**Cell classes on the final placement**

Fill, decap, tap and diode cells in gray.
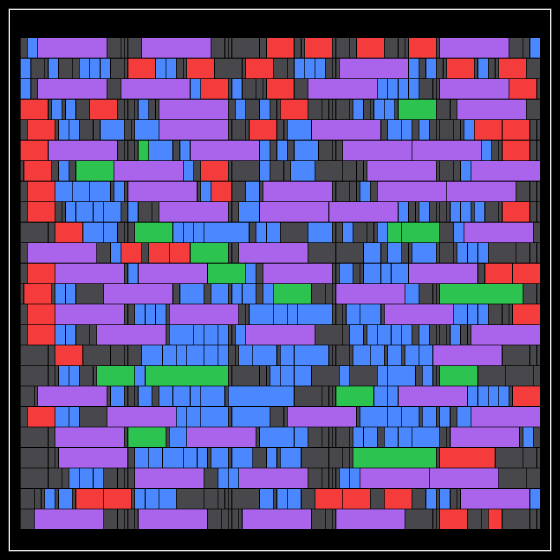
**Routed clock nets over the placement**

Scale bar: 20 um.
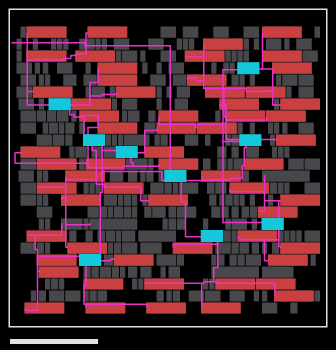
**Routed metal, one color a layer**

Scale bar: 20 um. Two of the layers only.
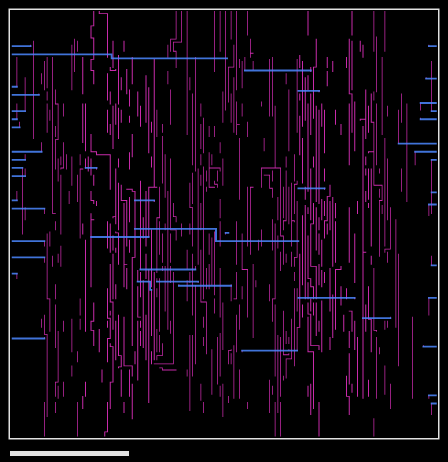
$ cat config.mk
export PLATFORM = sky130hd
export DESIGN_NAME = uart_pixel_writer_flat
export DESIGN_NICKNAME = d
export VERILOG_FILES = /design/src/rtl/uart_pixel_writer_if.sv /design/src/rtl/uart_pixel_writer.sv /design/src/flat_wrapper.sv
export SDC_FILE = /design/constraint.sdc
export NUM_CORES = 1
export LEC_CHECK = 0
export CORE_UTILIZATION = 55
export CTS_CLUSTER_SIZE = 28
export DETAILED_ROUTE_END_ITERATION = 8
export PLACE_DENSITY_LB_ADDON = 0.05
export SYNTH_ARGS = -nofsm -noshare
export SYNTH_HDL_FRONTEND = slang
export SYNTH_SLANG_ARGS = --single-unit
export TNS_END_PERCENT = 10
$ cat constraint.sdc
create_clock -name clk_uart -period 3.1 [get_ports clk_uart]
set_clock_uncertainty 0.15 [all_clocks]
set_input_delay 0.62 -clock clk_uart [delete_from_list [all_inputs] [get_ports clk_uart]]
set_output_delay 0.62 -clock clk_uart [all_outputs]
set_load 0.05 [all_outputs]
$ cat src/rtl/uart_pixel_writer_if.sv
// Byte-in / pixel-write-out signal bundle for uart_pixel_writer.
// slave is the writer's view; master is the byte source / RAM side.
interface uart_pixel_writer_if #(
  parameter int ADDR_W = 19
);
  logic              rx_valid;
  logic [7:0]        rx_data;
  logic              write_en;
  logic [11:0]       write_data;
  logic [ADDR_W-1:0] addr_wr;
  logic              frame_done;
  logic              sync_err;
  logic [7:0]        err_count;

  modport master (
    output rx_valid, rx_data,
    input  write_en, write_data, addr_wr, frame_done, sync_err, err_count
  );

  modport slave (
    input  rx_valid, rx_data,
    output write_en, write_data, addr_wr, frame_done, sync_err, err_count
  );
endinterface

$ cat src/rtl/uart_pixel_writer.sv
// Assembles 12-bit pixels from HI/LO UART byte pairs and writes them to frame RAM.
// Optional saturating protocol-error counter enabled by macro PIXEL_WR_ERRCNT_EN.
module uart_pixel_writer #(
  parameter int FRAME_PIXELS = 307200,
  parameter int ADDR_W       = 19
) (
  input  logic                clk_uart,
  input  logic                rst_n,
  uart_pixel_writer_if.slave  bus
);

  localparam logic [ADDR_W-1:0] LAST_ADDR = ADDR_W'(FRAME_PIXELS - 1);

  typedef enum logic {
    WAIT_H = 1'b0,
    WAIT_L = 1'b1
  } state_t;

  state_t            state_reg, state_next;
  logic [ADDR_W-1:0] ptr_reg, ptr_next;
  logic [5:0]        hi_reg, hi_next;
  logic              write_en_reg, write_en_next;
  logic [11:0]       write_data_reg, write_data_next;
  logic [ADDR_W-1:0] addr_reg, addr_next;
  logic              frame_done_reg, frame_done_next;
  logic              sync_err_reg, sync_err_next;

  logic byte_hi, byte_lo, byte_sof;

  // bit6 is a don't-care on LO bytes
  assign byte_lo  = bus.rx_valid & ~bus.rx_data[7];
  assign byte_hi  = bus.rx_valid &  bus.rx_data[7] & ~bus.rx_data[6];
  assign byte_sof = bus.rx_valid &  bus.rx_data[7] &  bus.rx_data[6];

  always_ff @(posedge clk_uart or negedge rst_n) begin
    if (!rst_n) begin
      state_reg      <= WAIT_H;
      ptr_reg        <= '0;
      hi_reg         <= '0;
      write_en_reg   <= 1'b0;
      write_data_reg <= '0;
      addr_reg       <= '0;
      frame_done_reg <= 1'b0;
      sync_err_reg   <= 1'b0;
    end else begin
      state_reg      <= state_next;
      ptr_reg        <= ptr_next;
      hi_reg         <= hi_next;
      write_en_reg   <= write_en_next;
      write_data_reg <= write_data_next;
      addr_reg       <= addr_next;
      frame_done_reg <= frame_done_next;
      sync_err_reg   <= sync_err_next;
    end
  end

  always_comb begin
    state_next      = state_reg;
    ptr_next        = ptr_reg;
    hi_next         = hi_reg;
    write_en_next   = 1'b0;
    write_data_next = write_data_reg;
    addr_next       = addr_reg;
    frame_done_next = 1'b0;
    sync_err_next   = 1'b0;

    unique case (state_reg)
      WAIT_H: begin
        if (byte_hi) begin
          hi_next    = bus.rx_data[5:0];
          state_next = WAIT_L;
        end else if (byte_lo) begin
          sync_err_next = 1'b1;
        end else if (byte_sof) begin
          ptr_next = '0;
        end
      end
      WAIT_L: begin
        if (byte_lo) begin
          write_en_next   = 1'b1;
          write_data_next = {hi_reg, bus.rx_data[5:0]};
          addr_next       = ptr_reg;
          frame_done_next = (ptr_reg == LAST_ADDR);
          ptr_next        = (ptr_reg == LAST_ADDR) ? '0 : ptr_reg + ADDR_W'(1);
          state_next      = WAIT_H;
        end else if (byte_hi) begin
          hi_next       = bus.rx_data[5:0];
          sync_err_next = 1'b1;
        end else if (byte_sof) begin
          hi_next       = '0;
          ptr_next      = '0;
          sync_err_next = 1'b1;
          state_next    = WAIT_H;
        end
      end
      default: state_next = WAIT_H;
    endcase
  end

`ifdef PIXEL_WR_ERRCNT_EN
  logic [7:0] err_cnt_reg;

  always_ff @(posedge clk_uart or negedge rst_n) begin
    if (!rst_n) begin
      err_cnt_reg <= '0;
    end else if (sync_err_next && (err_cnt_reg != 8'hFF)) begin
      err_cnt_reg <= err_cnt_reg + 8'd1;
    end
  end

  assign bus.err_count = err_cnt_reg;
`else
  assign bus.err_count = 8'd0;
`endif

  assign bus.write_en   = write_en_reg;
  assign bus.write_data = write_data_reg;
  assign bus.addr_wr    = addr_reg;
  assign bus.frame_done = frame_done_reg;
  assign bus.sync_err   = sync_err_reg;

endmodule

$ cat src/flat_wrapper.sv
// flat-port wrapper written by rule: the top's interface ports become plain ports
module uart_pixel_writer_flat 
#(
  parameter int FRAME_PIXELS = 307200,
  parameter int ADDR_W       = 19
)
  (clk_uart, rst_n, bus_rx_valid, bus_rx_data, bus_write_en, bus_write_data, bus_addr_wr, bus_frame_done, bus_sync_err, bus_err_count);
  uart_pixel_writer_if #(.ADDR_W(ADDR_W)) bus_i ();
  input  logic clk_uart;
  input  logic rst_n;
  input wire logic [$bits(bus_i.rx_valid)-1:0] bus_rx_valid;
  input wire logic [$bits(bus_i.rx_data)-1:0] bus_rx_data;
  output wire logic [$bits(bus_i.write_en)-1:0] bus_write_en;
  output wire logic [$bits(bus_i.write_data)-1:0] bus_write_data;
  output wire logic [$bits(bus_i.addr_wr)-1:0] bus_addr_wr;
  output wire logic [$bits(bus_i.frame_done)-1:0] bus_frame_done;
  output wire logic [$bits(bus_i.sync_err)-1:0] bus_sync_err;
  output wire logic [$bits(bus_i.err_count)-1:0] bus_err_count;
  assign bus_i.rx_valid = bus_rx_valid;
  assign bus_i.rx_data = bus_rx_data;
  assign bus_write_en = bus_i.write_en;
  assign bus_write_data = bus_i.write_data;
  assign bus_addr_wr = bus_i.addr_wr;
  assign bus_frame_done = bus_i.frame_done;
  assign bus_sync_err = bus_i.sync_err;
  assign bus_err_count = bus_i.err_count;
  uart_pixel_writer #(.FRAME_PIXELS(FRAME_PIXELS), .ADDR_W(ADDR_W)) u_core (.clk_uart(clk_uart), .rst_n(rst_n), .bus(bus_i));
endmodule
==> metrics.cfg <==
[outcome]
status=finished, final reports clean

[yosys]
synthesis.area_um2=2670
synth-seq-cells=60
yosys-top-cells-area=dfrtp_1 (56%), nand2_1 (14%), a22o_1 (2.3%)
synthDistinctLibCells=41
synth.yosys.seq_area_share_pct=56.2
async_reset_ff_share_pct=100
yosysMostFrequentCell=nand2_1
synth_cells=285
synth_stat.cells=285
synth_top_cell_by_area=dfrtp_1
top_cell_area_share_pct=56.2
synth_top_flop_cell=dfrtp_1

[setup_path]
critPathSlowestCell=nor4_2
cp-startpoint=u_core.ptr_reg[0]$_DFFE_PN0P_
reg2regPathDepth=6
path_cells=ha_1 > nand4_1 > nor4_2 > a21oi_4 > a21oi_1 > o21ai_1
r2r_slack_ns=0.76
r2r_end=u_core.ptr_reg[16]$_DFFE_PN0P_
crit_fanout=19
crit_type=flip-flop to flip-flop
required_ns=3.17
r2r-start=u_core.ptr_reg[0]$_DFFE_PN0P_
crit_buf_inv=0
critPathCaptureType=flip-flop
startpoint_type=flip-flop

[placed_design]
dp_slack_ns=0.676
port_buffers=44
hpwlAfterDp_um=3800
gp_congestion=0.794
dp.cells=374

[grt]
first_global_vias=2026
grt_pass1_wl_um=9650
grt-ovfl-total=0
grtUsageMet2_pct=39.0
grt_max_degree=38
grt.busiest_layer=met2

[pwr]
p_per_area_nw_per_um2=674
seqPwrFrac_pct=39.8
p_comb_mw=0.497
power.largest_group=sequential cells
swShare_pct=30.1
pg_seq_mw=0.908
total_power_mw=2.28
power_leakage_nw=1.58
p_comb_share_pct=21.8
pwr-share-clk_pct=38.4

[final_timing]
tns_ns=0
slew_headroom_pct=56.6
tightest_slew_ns=0.646
slew_violations=0
finalHoldViolCount=0
fmax_mhz=427
finalCritPeriodShare_pct=75.6
grt_setup_unrepaired=false
setup_violations=0
fin_worst_hold_slack_ns=0.124
timing.final.ws_setup_ns=0.756

[die]
fp-row-count=24
fp_util_pct=59.3
io_pins=53
fp.dieH_um=71.7

[finish]
lay_top_cells=nand2_1 (99), dfrtp_1 (60), clkdlybuf4s50_1 (43), o21ai_1 (12), clkbuf_8 (11)
drive_gt1_share_pct=8.28
design_area_um2=3390
area_growth_pct=26.8
diodes=0
fin_cells=390
final_core_util_pct=75.2
nNetsFinal=345

[routing]
drt_iter0_drc=161
wl_met2_um=2700
m1WireLength_um=2640
drc=0
wl_met3_um=223
ant_nets=0
routed.top_layer=met4
dr.pass1.iters=4

[job]
cap_violations=0
warning_count=26

[clock_network]
holdBufCountCts=0
clockBufferDepth=2
clkLatencyLatePin_ns=0.34
cts_root_buf=clkbuf_8
clk_pin_slew_ns=0.07
post_cts_buffers=0
cts_tree=built

-- 'cell classes on the final placement' (at the start) --
Blue stands for combinational and other logic, cells 213, share of their area 33%. Purple stands for sequential cells, cells 60, share of their area 45%. Green stands for clock drivers and dummy loads, cells 16, share of their area 7.5%. Red stands for remaining buffers and delay cells, cells 49, share of their area 15%.

-- 'routed clock nets over the placement' (at the start) --
Magenta stands for clock wires, length 748 um. Cyan stands for clock drivers, count 9. Red stands for flip-flops, count 60.
There are 10 routed clock nets. Position of the flops: spread over the die.

-- 'routed metal, one color a layer' (at the start) --
Magenta stands for metal 2, wire length 2,700 um. Blue stands for metal 3, wire length 223 um.
final WL: 5630 um
vias: 2,137
WL/cell: 14.4 um
GRT Overall Usage: 25.1%

kinds of logic (layout without fill, tap and decap cells):
kind of cell    Yosys count  after routing  share of synthesized area (%)
other cells               1              8                          0.140
fa+ha+maj                 1              1                          0.469
flops                    60             60                           56.2
xor+xnor                  1              1                          0.328
buf+inv                  29             75                           5.58
compound gates           48             48                           11.3
mux                       4              4                           1.50
simple gates            141            141                           24.4
area by class of cell:
class / count / area [um2]
clock buffers: 12 / 155
clock inverters: 4 / 95.1
fillers: 337 / 1120
inverters: 10 / 37.5
multi-input cells: 203 / 1050
flip-flops and latches: 60 / 1500
well taps: 52 / 65.1
repair buffers: 49 / 485
No activity file was given, so power comes from the tool's default toggle rates.
